File: src/rtl/dmem_arbiter.sv
// dmem_arbiter
//   Shares one single-port synchronous data memory between two requesters:
//   port 0 (CPU load/store unit) and port 1 (DMA/debug loader). At most one
//   access is granted per cycle. Read data returns to the issuing port exactly
//   one cycle after acceptance. Back-to-back reads are fully pipelined.
//
// Parameters
//   ADDR_W    word-address width (must match the memory)
//   MAX_WAIT  consecutive cycles port 1 may be denied before it is forced to win
//
// Ports
//   clk, rst_n                         clock, async active-low reset
//   pK_req/we/addr/wdata (K = 0,1)     request, write/read, word address, write data
//   pK_gnt                             request accepted this cycle (combinational)
//   pK_rvalid/rdata                    read response (rdata is 0 when !rvalid)
//   mem_we/addr/wdata                  to memory (all 0 when nothing is granted)
//   mem_rdata                          from memory, registered, 1-cycle latency
//
// Configuration
//   DMEM_ARB_RR_EN  defined: round-robin between the two ports on contention,
//                   using a last-grant pointer; MAX_WAIT is ignored.
//                   undefined: port 0 has priority, and port 1 is forced to win
//                   after MAX_WAIT consecutive denied cycles.

module dmem_arbiter #(
    parameter int unsigned ADDR_W   = 5,
    parameter int unsigned MAX_WAIT = 4
) (
    input  logic              clk,
    input  logic              rst_n,
    input  logic              p0_req,
    input  logic              p0_we,
    input  logic [ADDR_W-1:0] p0_addr,
    input  logic [31:0]       p0_wdata,
    output logic              p0_gnt,
    output logic              p0_rvalid,
    output logic [31:0]       p0_rdata,
    input  logic              p1_req,
    input  logic              p1_we,
    input  logic [ADDR_W-1:0] p1_addr,
    input  logic [31:0]       p1_wdata,
    output logic              p1_gnt,
    output logic              p1_rvalid,
    output logic [31:0]       p1_rdata,
    output logic              mem_we,
    output logic [ADDR_W-1:0] mem_addr,
    output logic [31:0]       mem_wdata,
    input  logic [31:0]       mem_rdata
);

    logic p1_win;
    logic rpend;
    logic rtag;

`ifdef DMEM_ARB_RR_EN
    // Port that won the most recent accepted transfer; 1 at reset so that
    // port 0 wins the first contended cycle.
    logic last;

    assign p1_win = p1_req && (!p0_req || !last);

    always_ff @(posedge clk or negedge rst_n) begin
        if (!rst_n) begin
            last <= 1'b1;
        end else if (p0_gnt || p1_gnt) begin
            last <= p1_gnt;
        end
    end
`else
    localparam int unsigned       CNT_W   = $clog2(MAX_WAIT + 1);
    localparam logic [CNT_W-1:0]  CNT_MAX = CNT_W'(MAX_WAIT);

    // Consecutive cycles port 1 has been waiting while requesting.
    logic [CNT_W-1:0] starve_cnt;

    assign p1_win = p1_req && (!p0_req || (starve_cnt == CNT_MAX));

    always_ff @(posedge clk or negedge rst_n) begin
        if (!rst_n) begin
            starve_cnt <= '0;
        end else if (!p1_req || p1_gnt) begin
            starve_cnt <= '0;
        end else if (starve_cnt != CNT_MAX) begin
            starve_cnt <= starve_cnt + 1'b1;
        end
    end
`endif

    always_comb begin
        p0_gnt    = p0_req && !p1_win;
        p1_gnt    = p1_win;
        mem_we    = 1'b0;
        mem_addr  = '0;
        mem_wdata = '0;
        if (p0_gnt) begin
            mem_we    = p0_we;
            mem_addr  = p0_addr;
            mem_wdata = p0_wdata;
        end else if (p1_gnt) begin
            mem_we    = p1_we;
            mem_addr  = p1_addr;
            mem_wdata = p1_wdata;
        end
    end

    // Read-return tag: the memory answers one cycle after the accepted read,
    // so only the issuing port and a pending flag need to be remembered.
    always_ff @(posedge clk or negedge rst_n) begin
        if (!rst_n) begin
            rpend <= 1'b0;
            rtag  <= 1'b0;
        end else begin
            rpend <= (p0_gnt && !p0_we) || (p1_gnt && !p1_we);
            rtag  <= p1_gnt;
        end
    end

    always_comb begin
        p0_rvalid = rpend && !rtag;
        p1_rvalid = rpend && rtag;
        p0_rdata  = p0_rvalid ? mem_rdata : '0;
        p1_rdata  = p1_rvalid ? mem_rdata : '0;
    end

endmodule

File: config.mk
export PLATFORM = sky130hd
export DESIGN_NAME = dmem_arbiter
export DESIGN_NICKNAME = d
export VERILOG_FILES = /design/src/rtl/dmem_arbiter.sv
export SDC_FILE = /design/constraint.sdc
export NUM_CORES = 1
export LEC_CHECK = 0
export CORE_ASPECT_RATIO = 1.2
export CORE_MARGIN = 5
export CORE_UTILIZATION = 26
export DETAILED_ROUTE_END_ITERATION = 16
export PLACE_DENSITY = 0.88
export SLEW_MARGIN = 20
export SYNTH_ARGS = -nofsm -noshare
export SYNTH_HDL_FRONTEND = slang
export SYNTH_SLANG_ARGS = --single-unit
File: constraint.sdc
create_clock -name clk -period 4.2 [get_ports clk]
set_input_delay 0.84 -clock clk [delete_from_list [all_inputs] [get_ports clk]]
set_output_delay 0.84 -clock clk [all_outputs]
set_load 0.005 [all_outputs]
==> changes_impl.md, run 1 <==
### Metrics

- Status: finished, final reports clean
- Slew Limit Fails: 0
- Synthesized area: 1460 um^2
- CP Depth: 6
- CTS H-tree depth: 1
- Setup violators final: 0
- Rel. slew slack: 45.4%
- Chip Area, Yosys: 1460 um^2
- Max-cap violations: 0
- Synthesis warning total: 0
- Worst r2r dst: rpend
- Min cycle time layout: 3470 ps
- Antenna violations before repair: 0
- Peak Freq: 288 MHz
- Final Wtd Congestion: 0.769
- Lkg Pwr: 1.54 nW
- Critical path class: primary input to output pin
- Hold Fails Final Rpt: 0
- Buf+Inv Stages, Crit Path: 4
- First-pass GRT wire length: 11.1 mm
- Die Footprint: 7200 um^2
- Min-Delay Path Class: flop to flop
- Top cells, area: nand2_1, and2_1, and3_1, o22ai_1, dfrtp_1
- Insertion Delay late pin: 220 ps
- Flops & latches, synth: 5
- TritonCTS clock tree: yes
- Max reg flops: 3
- Die Wd: 78.3 um
- Top cell area share: 20.1%
- Synth Seq Share: 8.59%
- Crit-path slowest cell: clkdlybuf4s50_1
- Crit path capture: mem_wdata[28]
- Worst VDD drop: 0.100 mV
- Util after Layout: 67.7%
- R2R setup slack: 2520 ps
- Via-per-instance ratio: 4.78
- Sw Pwr: 0.131 mW
- Post-DP HPWL: 6.36 mm
- Mean post-synth cell area: 6.30 um^2
- Most frequent cells in the layout: clkdlybuf4s50_1, nand2_1, and2_1
- Post-Syn Nets: 345
- Ys cells: 231
- Die H: 92.0 um
- RSZ-0062 raised after global routing: false
- Top reg by flops: starve_cnt
- Fp util: 27.1%
- Area after DPL: 3590 um^2
- Switching Fraction: 28.4%
- CP required: 3360 ps
- CTS Hold Bufs: 0
- Worst setup EP type: output pin
- # DRC: 0
- WHS: 474 ps
- Logic pwr share: 68.6%
- Port-buffer cells: 217
- Cell type with the largest total area after synthesis: nand2_1
- Arr. time, crit path: 2630 ps
- Post-Layout Inst Area: 3640 um^2
- GRT Overall Usage: 19.1%
- Post-CTS setup buffer count: 0
- R2r startpoint: starve_cnt[0]
- Post-Place Setup Slack: 721 ps
run 1: routing by layer:
| metal | GRT usage (%) | routed length, um | part of all wire, % |
|---|---|---|---|
| met1 | 17.9 | 2720 | 36 |
| met2 | 37.4 | 3970 | 52 |
| met3 | 6.18 | 795 | 10 |
| met4 | 7.73 | 150 | 2.0 |
| met5 | 0 | 0 | 0 |
run 1: stage by stage:
step,std cells,power (mW)
final,493,0.461
after global routing,493,0.491
after CTS,493,0.468
after floorplan,231,0.152
after detailed placement,489,0.374
after global placement,489,0.369
run 1: final cells by class:
type,instances,area [um^2]
clock buffer,4,45.0
fill,449,1730
inverter,3,11.3
multi-input combinational,195,1140
sequential,5,125
tap,62,77.6
timing repair buffer,224,2240
run 1: worst min-delay path by stage:
stage	slack [ps]	cells past startpoint	end	startpoint
after floorplan	440	1	starve_cnt[0]	starve_cnt[0]
after global placement	450	1	starve_cnt[0]	starve_cnt[0]
after detailed placement	470	1	starve_cnt[0]	starve_cnt[0]
after CTS	470	1	starve_cnt[0]	starve_cnt[0]
after global routing	500	1	starve_cnt[0]	starve_cnt[0]
final	470	1	starve_cnt[0]	starve_cnt[0]
run 1: power by group through the flow:
stage                     clock network, mW  registers, mW  logic (mW)
after floorplan                           0         0.0532      0.0991
after CTS                            0.0930         0.0551       0.320
final                                0.0895         0.0550       0.316
after global routing                 0.0963         0.0557       0.339
after global placement                    0         0.0556       0.314
after detailed placement                  0         0.0557       0.319
run 1: cells by family (layout without fill, tap and decap cells):
logic type | after synthesis | count (layout) | synth area share, %
and+or+nand+nor | 152 | 152 | 52.8
AOI/OAI and AO/OA | 41 | 41 | 23.7
buffers and inverters | 31 | 231 | 13.1
DFF | 5 | 5 | 8.59
adders and majority gates | 2 | 2 | 1.72
Fig. 1: run 1, wiring by layer
Scale: 4 px per um. Only two layers are drawn.
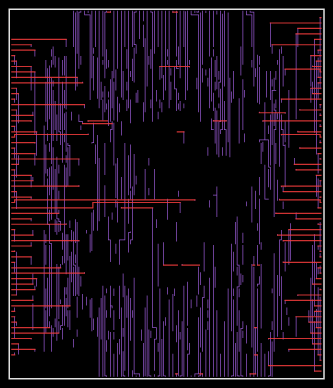
Key: purple = M2 [wire length 3970 um]; red = M3 [wire length 796 um]
wire per inst: 15.5 um
Routed WL: 7.64 mm

Fig. 2: run 1, close-up of the layout
Window x 24 to 54, y 31 to 61 um. Cells in gray, sequential cells in the stronger gray; small squares are vias.
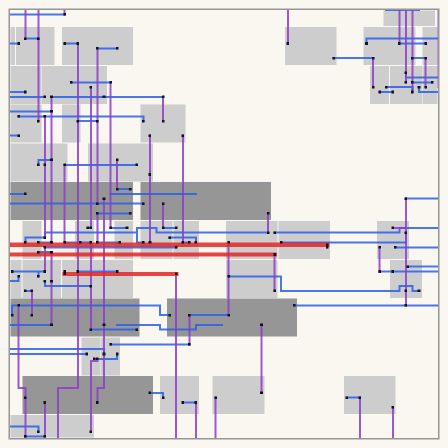
Key: red = M3; purple = M2; blue = M1
38 logic cells have their middle in the window. Netlist names of flops here include `starve_cnt` (3). Most frequent: clkdlybuf4s50_1 (7), dfrtp_1 (5), nand2_1 (4). Sequential cells in the window: 5.

Fig. 3: run 1, selected gate families
Scale: 4 px per um.
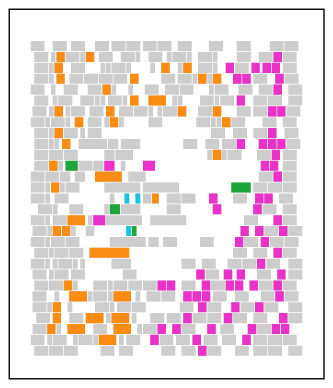
Key: cyan = inv cells [cells 3, most used inv_1]; green = nor cells [cells 4]; orange = aoi and oai cells [cells 41, most used o22ai_1]; magenta = and/or cells [cells 68, most used and2_1]
Non-Filler Instances: 493
Commonest Layout Cell: clkdlybuf4s50_1
Comb area share: 31.4%

==> run 2: changes to the inputs <==
CORE_UTILIZATION = 24   (was 26)
PLACE_DENSITY = 0.82   (was 0.88)
clock period = 3.4 ns   (was 4.2 ns; I/O delays follow)
Fig. 4: run 2, wiring by layer
Scale: 4 px per um. Only two layers are drawn.
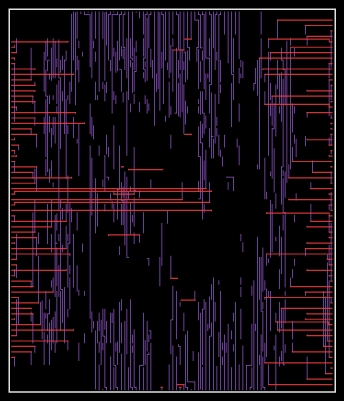
Key: purple = M2 [wire length 3810 um]; red = M3 [wire length 1040 um]
vias: 2381
Routed WL: 7.92 mm
GRT Overall Usage: 18.6%

Fig. 5: run 2, cell outlines without signal wires
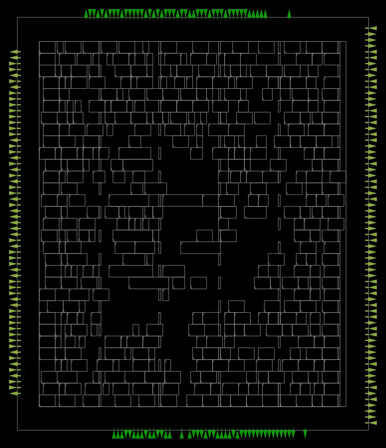
Util after Layout: 61.7%
Well Taps: 82
fillers: 565
# rows: 31

Fig. 6: run 2, close-up of the layout
Window x 26 to 56, y 33 to 63 um. Cells in gray, sequential cells in the stronger gray; small squares are vias.
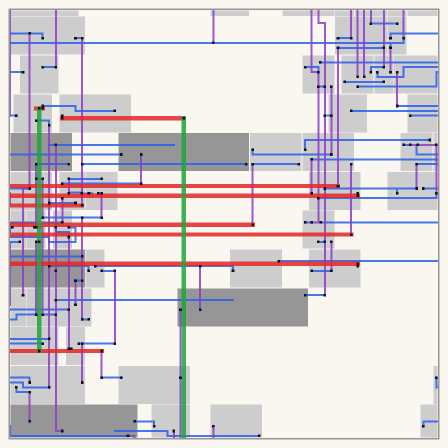
Key: blue = M1; red = M3; green = M4; purple = M2
Sequential cells in the window: 4. 38 logic cells have their middle in the window. Most frequent: clkdlybuf4s50_1 (9), buf_4 (4), dfrtp_1 (4). Netlist names of flops here include `starve_cnt` (2).

==> run 2 against run 1 <==
Net effect: final cell count increased by 4.7%; area after synthesis unchanged; sequential power increased by 18%; critical path type unchanged.
==> changes_impl.md, run 2 <==
### Metrics

- Status: finished, final reports clean
- Arr. time, crit path: 2340 ps
- RSZ-0062 raised after global routing: false
- CTS buffer count: 3
- Peak Freq: 331 MHz
- Sw Pwr: 0.165 mW
- Synth Seq Share: 8.59%
- Lkg Pwr: 1.55 nW
- Top cell area share: 20.1%
- Main power-consuming group: combinational logic
- Synthesized area: 1460 um^2
- Post-CTS setup buffer count: 0
- TritonCTS clock tree: yes
- Seq pwr: 0.0648 mW
- CP required: 2720 ps
- Final Wtd Congestion: 0.789
- Number of global-route vias before repair: 2292
- Port-buffer cells: 217
- Clock network power: 0.112 mW
- Critical path class: primary input to output pin
- Post-Layout Inst Area: 3680 um^2
- Commonest Layout Cell: clkdlybuf4s50_1
- Chip Area, Yosys: 1460 um^2
- CTS Hold Bufs: 0
- Cell type with the largest total area after synthesis: nand2_1
- Distinct lib cells: 24
- Die H: 95.3 um
- Setup WS post-layout: 381 ps
- Slew Limit Fails: 0
- Die Wd: 81.1 um
- Mean post-synth cell area: 6.30 um^2
- Via-per-instance ratio: 4.61
- Flops & latches, synth: 5
- Wire per inst: 15.4 um
- First-pass GRT wire length: 11.3 mm
- Most frequent cells in the layout: clkdlybuf4s50_1, nand2_1, and2_1
- Combinational power: 0.398 mW
- Die Footprint: 7730 um^2
- Worst VDD drop: 0.104 mV
- Max-cap violations: 0
- Top cells, area: nand2_1, and2_1, and3_1, o22ai_1, dfrtp_1
- Pwr Total: 0.575 mW
- Area after DPL: 3640 um^2
- Worst setup EP type: output pin
- Logic pwr share: 69.2%
- Min cycle time layout: 3020 ps
- Ys cells: 231
- Post-Syn Nets: 345
- Antenna violations before repair: 0
- Max reg flops: 3
- Post-DP HPWL: 6.60 mm
- Setup violators final: 0
- Hold Fails Final Rpt: 0
- Switching Fraction: 28.7%
- Antenna diode count: 0
- Post-Place Setup Slack: 352 ps
- Fp util: 24.4%
- Cycle use final: 88.8%
- Pwr dens: 156 nW/um^2
- Rel. slew slack: 66.0%
- CTS H-tree depth: 1
- # DRC: 0
[run 2: routing by layer]
layer  global-route usage (%)  share of wire (%)  up-vias
li1                         -                  -     1197
met1                     20.0                 37     1032
met2                     32.6                 48      142
met3                     8.03                 13       10
met4                     6.06                1.8        0
met5                        0                  0        -
[run 2: critical path, stage by stage]
cell,delay (ps)
clkdlybuf4s50_1,580
a21boi_4,230
buf_4,260
o22ai_1,120
clkdlybuf4s50_1,470
[run 2: cell type report]
type | instances | area (um^2)
Fill cell | 565 | 2290
Inverter | 3 | 11.3
Sequential cell | 5 | 125
Multi-Input combinational cell | 195 | 1140
Tap cell | 82 | 103
Timing Repair Buffer | 227 | 2260
Clock buffer | 4 | 45.0
[run 2: worst paths after layout]
path                                      end     startpoint  cells after the start  slack, ps
worst max register to register          rpend  starve_cnt[0]                      5       2000
worst min-delay path            starve_cnt[0]  starve_cnt[0]                      1        460
worst max-delay path             mem_wdata[4]         p0_req                      5        380
max in group asynchronous                rtag          rst_n                      1       2510
worst min register to register  starve_cnt[0]  starve_cnt[0]                      1        460
min in group asynchronous       starve_cnt[0]          rst_n                      1        690
[run 2: metrics by stage]
step / cells / util [%] / hold WS (ps)
2_1_floorplan: 231 / - / 384
3_3_place_gp: 512 / 60.9 / 453
3_5_place_dp: 512 / 60.9 / 457
4_1_cts: 516 / 61.7 / 461
5_1_grt: 516 / 61.7 / 475
6_report: 516 / 61.7 / 461
[run 2: logic make-up (layout without fill, tap and decap cells)]
kind of cell	count (synthesis)	in the layout	share of synthesized area, %
adder cells (fa/ha/maj)	2	2	1.72
buffers and inverters	31	234	13.1
AND/OR/NAND/NOR	152	152	52.8
AND-OR/OR-AND	41	41	23.7
flip-flops	5	5	8.59
No activity file was given, so power comes from the tool's default toggle rates.
